**config.mk**
```make
export PLATFORM = sky130hd
export DESIGN_NAME = fifo_burst_reader
export DESIGN_NICKNAME = d
export VERILOG_FILES = /design/src/rtl/fifo_pkg.sv /design/src/rtl/stream_buf2.sv /design/src/rtl/fifo_burst_reader.sv
export SDC_FILE = /design/constraint.sdc
export NUM_CORES = 1
export LEC_CHECK = 0
export CORE_UTILIZATION = 50
export DETAILED_ROUTE_END_ITERATION = 8
export PLACE_DENSITY = 0.88
export SLEW_MARGIN = 20
export SYNTH_ARGS = -nofsm -noshare
export SYNTH_HDL_FRONTEND = slang
export SYNTH_HIERARCHICAL = 1
export SYNTH_SLANG_ARGS = --single-unit
```
**constraint.sdc**
```tcl
create_clock -name clk_i -period 2.9 [get_ports clk_i]
set_input_delay 0.58 -clock clk_i [delete_from_list [all_inputs] [get_ports clk_i]]
set_output_delay 0.58 -clock clk_i [all_outputs]
set_load 0.02 [all_outputs]
```
**src/rtl/fifo_pkg.sv**
```systemverilog
// Shared definitions for the FIFO read-side burst sequencer.
package fifo_pkg;

  localparam int unsigned DEFAULT_DATA_WIDTH = 8;
  localparam int unsigned DEFAULT_LEN_WIDTH  = 9;

  typedef enum logic [2:0] {
    StIdle  = 3'd0,
    StRead  = 3'd1,
    StDrain = 3'd2,
    StFlush = 3'd3,
    StDone  = 3'd4
  } state_e;

endpackage

```
**src/rtl/stream_buf2.sv**
```systemverilog
// Two-entry valid/ready buffer with synchronous flush; write and read may coincide.
module stream_buf2 #(
  parameter int unsigned WIDTH = 9
) (
  input  logic             clk_i,
  input  logic             rst_i,
  input  logic             flush_i,
  input  logic             wr_valid_i,
  input  logic [WIDTH-1:0] wr_data_i,
  input  logic             rd_ready_i,
  output logic             rd_valid_o,
  output logic [WIDTH-1:0] rd_data_o,
  output logic [1:0]       occ_o
);

  logic [WIDTH-1:0] mem_q [2];
  logic             wr_ptr_q, rd_ptr_q;
  logic [1:0]       cnt_q;
  logic             wr_en, rd_en;

  assign rd_valid_o = (cnt_q != 2'd0);
  assign rd_data_o  = mem_q[rd_ptr_q];
  assign occ_o      = cnt_q;
  assign rd_en      = rd_valid_o & rd_ready_i;
  // A full buffer still accepts a write when the head leaves in the same cycle.
  assign wr_en      = wr_valid_i & ((cnt_q != 2'd2) | rd_en);

  always_ff @(posedge clk_i or negedge rst_i) begin
    if (!rst_i) begin
      for (int i = 0; i < 2; i++) mem_q[i] <= '0;
      wr_ptr_q <= 1'b0;
      rd_ptr_q <= 1'b0;
      cnt_q    <= 2'd0;
    end else if (flush_i) begin
      wr_ptr_q <= 1'b0;
      rd_ptr_q <= 1'b0;
      cnt_q    <= 2'd0;
    end else begin
      if (wr_en) begin
        mem_q[wr_ptr_q] <= wr_data_i;
        wr_ptr_q        <= ~wr_ptr_q;
      end
      if (rd_en) rd_ptr_q <= ~rd_ptr_q;
      cnt_q <= cnt_q + 2'(wr_en) - 2'(rd_en);
    end
  end

endmodule

```
**src/rtl/fifo_burst_reader.sv**
```systemverilog
// Pops a burst of samples from the async FIFO read port and streams them out with a last flag.
module fifo_burst_reader
  import fifo_pkg::*;
#(
  parameter int unsigned DATA_WIDTH = DEFAULT_DATA_WIDTH,
  parameter int unsigned LEN_WIDTH  = DEFAULT_LEN_WIDTH
) (
  input  logic                  clk_i,
  input  logic                  rst_i,
  input  logic                  start_i,
  input  logic [LEN_WIDTH-1:0]  len_i,
  input  logic                  abort_i,
  input  logic                  fifo_empty_i,
  output logic                  fifo_inc_o,
  input  logic [DATA_WIDTH-1:0] fifo_data_i,
  output logic [DATA_WIDTH-1:0] m_data_o,
  output logic                  m_valid_o,
  output logic                  m_last_o,
  input  logic                  m_ready_i,
  output logic                  busy_o,
  output logic                  done_o
);

  state_e                state_q, state_d;
  logic [LEN_WIDTH-1:0]  len_q, issued_q, issued_inc;
  logic                  inflight_q, inflight_last_q;
  logic                  buf_valid, buf_flush, deq, last_tag, abort_hit;
  logic [DATA_WIDTH:0]   buf_data;
  logic [1:0]            occ;
  logic [2:0]            pending;

  assign deq        = buf_valid & m_ready_i;
  // Words already committed to the buffer once this cycle's handshake retires.
  assign pending    = {1'b0, occ} + {2'b00, inflight_q} - {2'b00, deq};
  assign issued_inc = issued_q + LEN_WIDTH'(1);
  assign last_tag   = (issued_inc == len_q);
  assign abort_hit  = abort_i & ((state_q == StRead) | (state_q == StDrain));
  assign buf_flush  = abort_hit | (state_q == StFlush);

  assign fifo_inc_o = (state_q == StRead) & ~fifo_empty_i & (issued_q < len_q) & ~abort_i &
                      (pending < 3'd2);

  assign m_valid_o = buf_valid;
  assign m_last_o  = buf_data[DATA_WIDTH];
  assign m_data_o  = buf_data[DATA_WIDTH-1:0];
  assign busy_o    = (state_q != StIdle);
  assign done_o    = (state_q == StDone);

  stream_buf2 #(
    .WIDTH (DATA_WIDTH + 1)
  ) u_buf (
    .clk_i      (clk_i),
    .rst_i      (rst_i),
    .flush_i    (buf_flush),
    .wr_valid_i (inflight_q),
    .wr_data_i  ({inflight_last_q, fifo_data_i}),
    .rd_ready_i (m_ready_i),
    .rd_valid_o (buf_valid),
    .rd_data_o  (buf_data),
    .occ_o      (occ)
  );

  always_comb begin
    state_d = state_q;
    unique case (state_q)
      StIdle: begin
        if (start_i) state_d = (len_i == '0) ? StDone : StRead;
      end
      StRead: begin
        if (abort_i)                state_d = StFlush;
        else if (issued_q == len_q) state_d = StDrain;
      end
      StDrain: begin
        if (abort_i)                           state_d = StFlush;
        else if (!inflight_q && pending == '0) state_d = StDone;
      end
      StFlush: begin
        if (!inflight_q) state_d = StDone;
      end
      StDone:  state_d = StIdle;
      default: state_d = StIdle;
    endcase
  end

  always_ff @(posedge clk_i or negedge rst_i) begin
    if (!rst_i) begin
      state_q         <= StIdle;
      len_q           <= '0;
      issued_q        <= '0;
      inflight_q      <= 1'b0;
      inflight_last_q <= 1'b0;
    end else begin
      state_q         <= state_d;
      inflight_q      <= fifo_inc_o;
      inflight_last_q <= fifo_inc_o & last_tag;
      if (state_q == StIdle && start_i) begin
        len_q    <= len_i;
        issued_q <= '0;
      end else if (fifo_inc_o) begin
        issued_q <= issued_inc;
      end
    end
  end

endmodule

```
Figure 1. Sequential cells grouped by signal name.
Drawn at 4 px/µm. Other sequential cells in the stronger gray, the rest of the logic in the fainter gray.
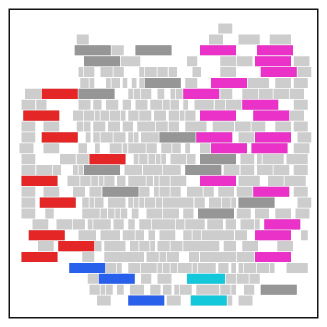
[len_q] red | sequential cells: 9
[u_buf/occ_o] cyan | sequential cells: 2
[u_buf/mem_q] magenta | sequential cells: 18
[state_q] blue | sequential cells: 3
not colored: 13
fin util: 69.2%
area occupied by registers: 1130 µm²
Seq/total area: 31.1%
P_seq: 0.983 mW

Figure 2. Cell classes on the final placement.
Drawn at 4 px/µm.
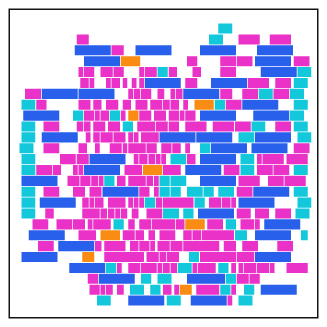
[other buffers and delay cells] cyan | cells: 64 | share of their area: 16%
[combinational and other logic] magenta | cells: 211 | share of their area: 49%
[clock drivers and dummy loads] orange | cells: 8 | share of their area: 2.7%
[flops] blue | cells: 45 | share of their area: 32%

Figure 3. Clock distribution.
Drawn at 4 px/µm.
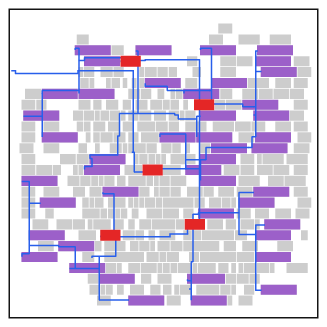
[clock drivers] red | count: 5
[flip-flops] purple | count: 45
[clock wires] blue | length: 571 µm
routed clock nets: 6
clk_skew: 9.01 ps
Clk pwr share: 13.1%
Clk power: 0.417 mW
clk_lat worst skew: 310 ps

Figure 4. Cell outlines without signal wires.
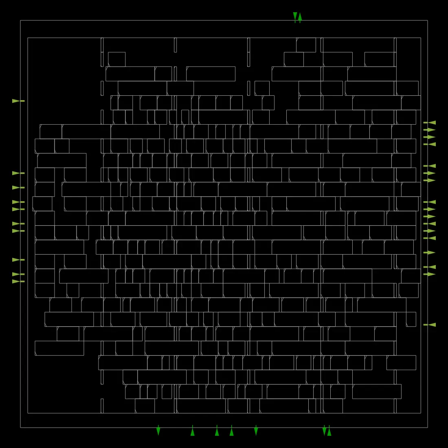
Flops: 45
Well Taps: 70
Fill cells: 388
Rows: 26
Core ar.: 5240 µm²

Figure 5. Wires at chosen ports, followed through buffers.
Drawn at 6 px/µm.
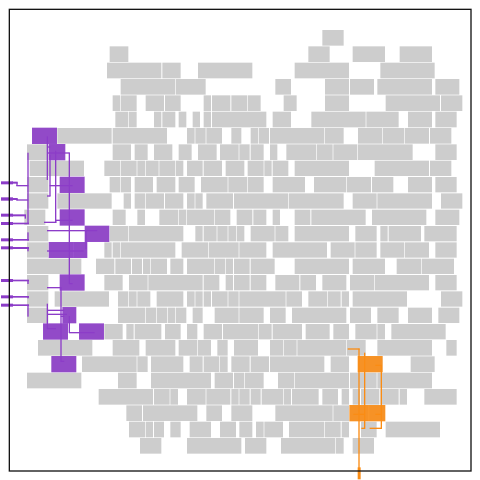
[m_ready_i] orange | direction: input | edge: bottom | end cells: 3 | wire: 50.8 µm
[len_i] purple | direction: input | edge: left | end cells: 12 | wire: 152 µm
IO buf count: 35
number of top-level pins: 36

==> flow_metrics.tcl <==
# implementation run metrics
set metrics [dict create \
    critPathBufInv 4 \
    layout_top_cells "dfrtp_1 (44), clkdlybuf4s50_1 (32), mux2_2 (27)" \
    placed_cells 382 \
    routed_wl_um 6540 \
    dr.pass1.iters 5 \
    synth-main-ff-cell "dfrtp_1" \
    wire_per_inst_um 16.4 \
    p_comb_share_pct 55.9 \
    max_stage_delay_ps 400 \
    finalSetupViolCount 13 \
    grt_use_met1_pct 28.0 \
    fp_nets 304 \
    die-area_um2 5890 \
    place_congestion 0.856 \
    failed_checks "negative setup slack" \
    syn_to_final_growth_pct 29.9 \
    path_clk_slew_ps 90 \
    grt_pass1_vias 2263 \
    postCtsSetupBuffers 7 \
    grt_max_degree 28 \
    hold_path_class "input pin to asynchronous set/reset pin" \
    fa_ha_area_share_pct 6.99 \
    final.setup.worst_slack_ps -326 \
    status "finished, violations left" \
    top_cells_by_count "dfrtp_1 (45), mux2_2 (27), inv_1 (24)" \
    comb-power_mw 1.78 \
    reg_top3 "u_buf/mem_q (18), issued_q (9), len_q (9)" \
    p_total_mw 3.18 \
    grt-busiest-layer "met2" \
    warning_count 29 \
    cts_resized 26 \
    rsz0062_at_grt "true" \
    critPathKind "flip-flop to output port" \
    grt.met3_usage_pct 3.81 \
    cts_hold_buffers 0 \
]
Power is estimated from default activity; no workload was simulated.
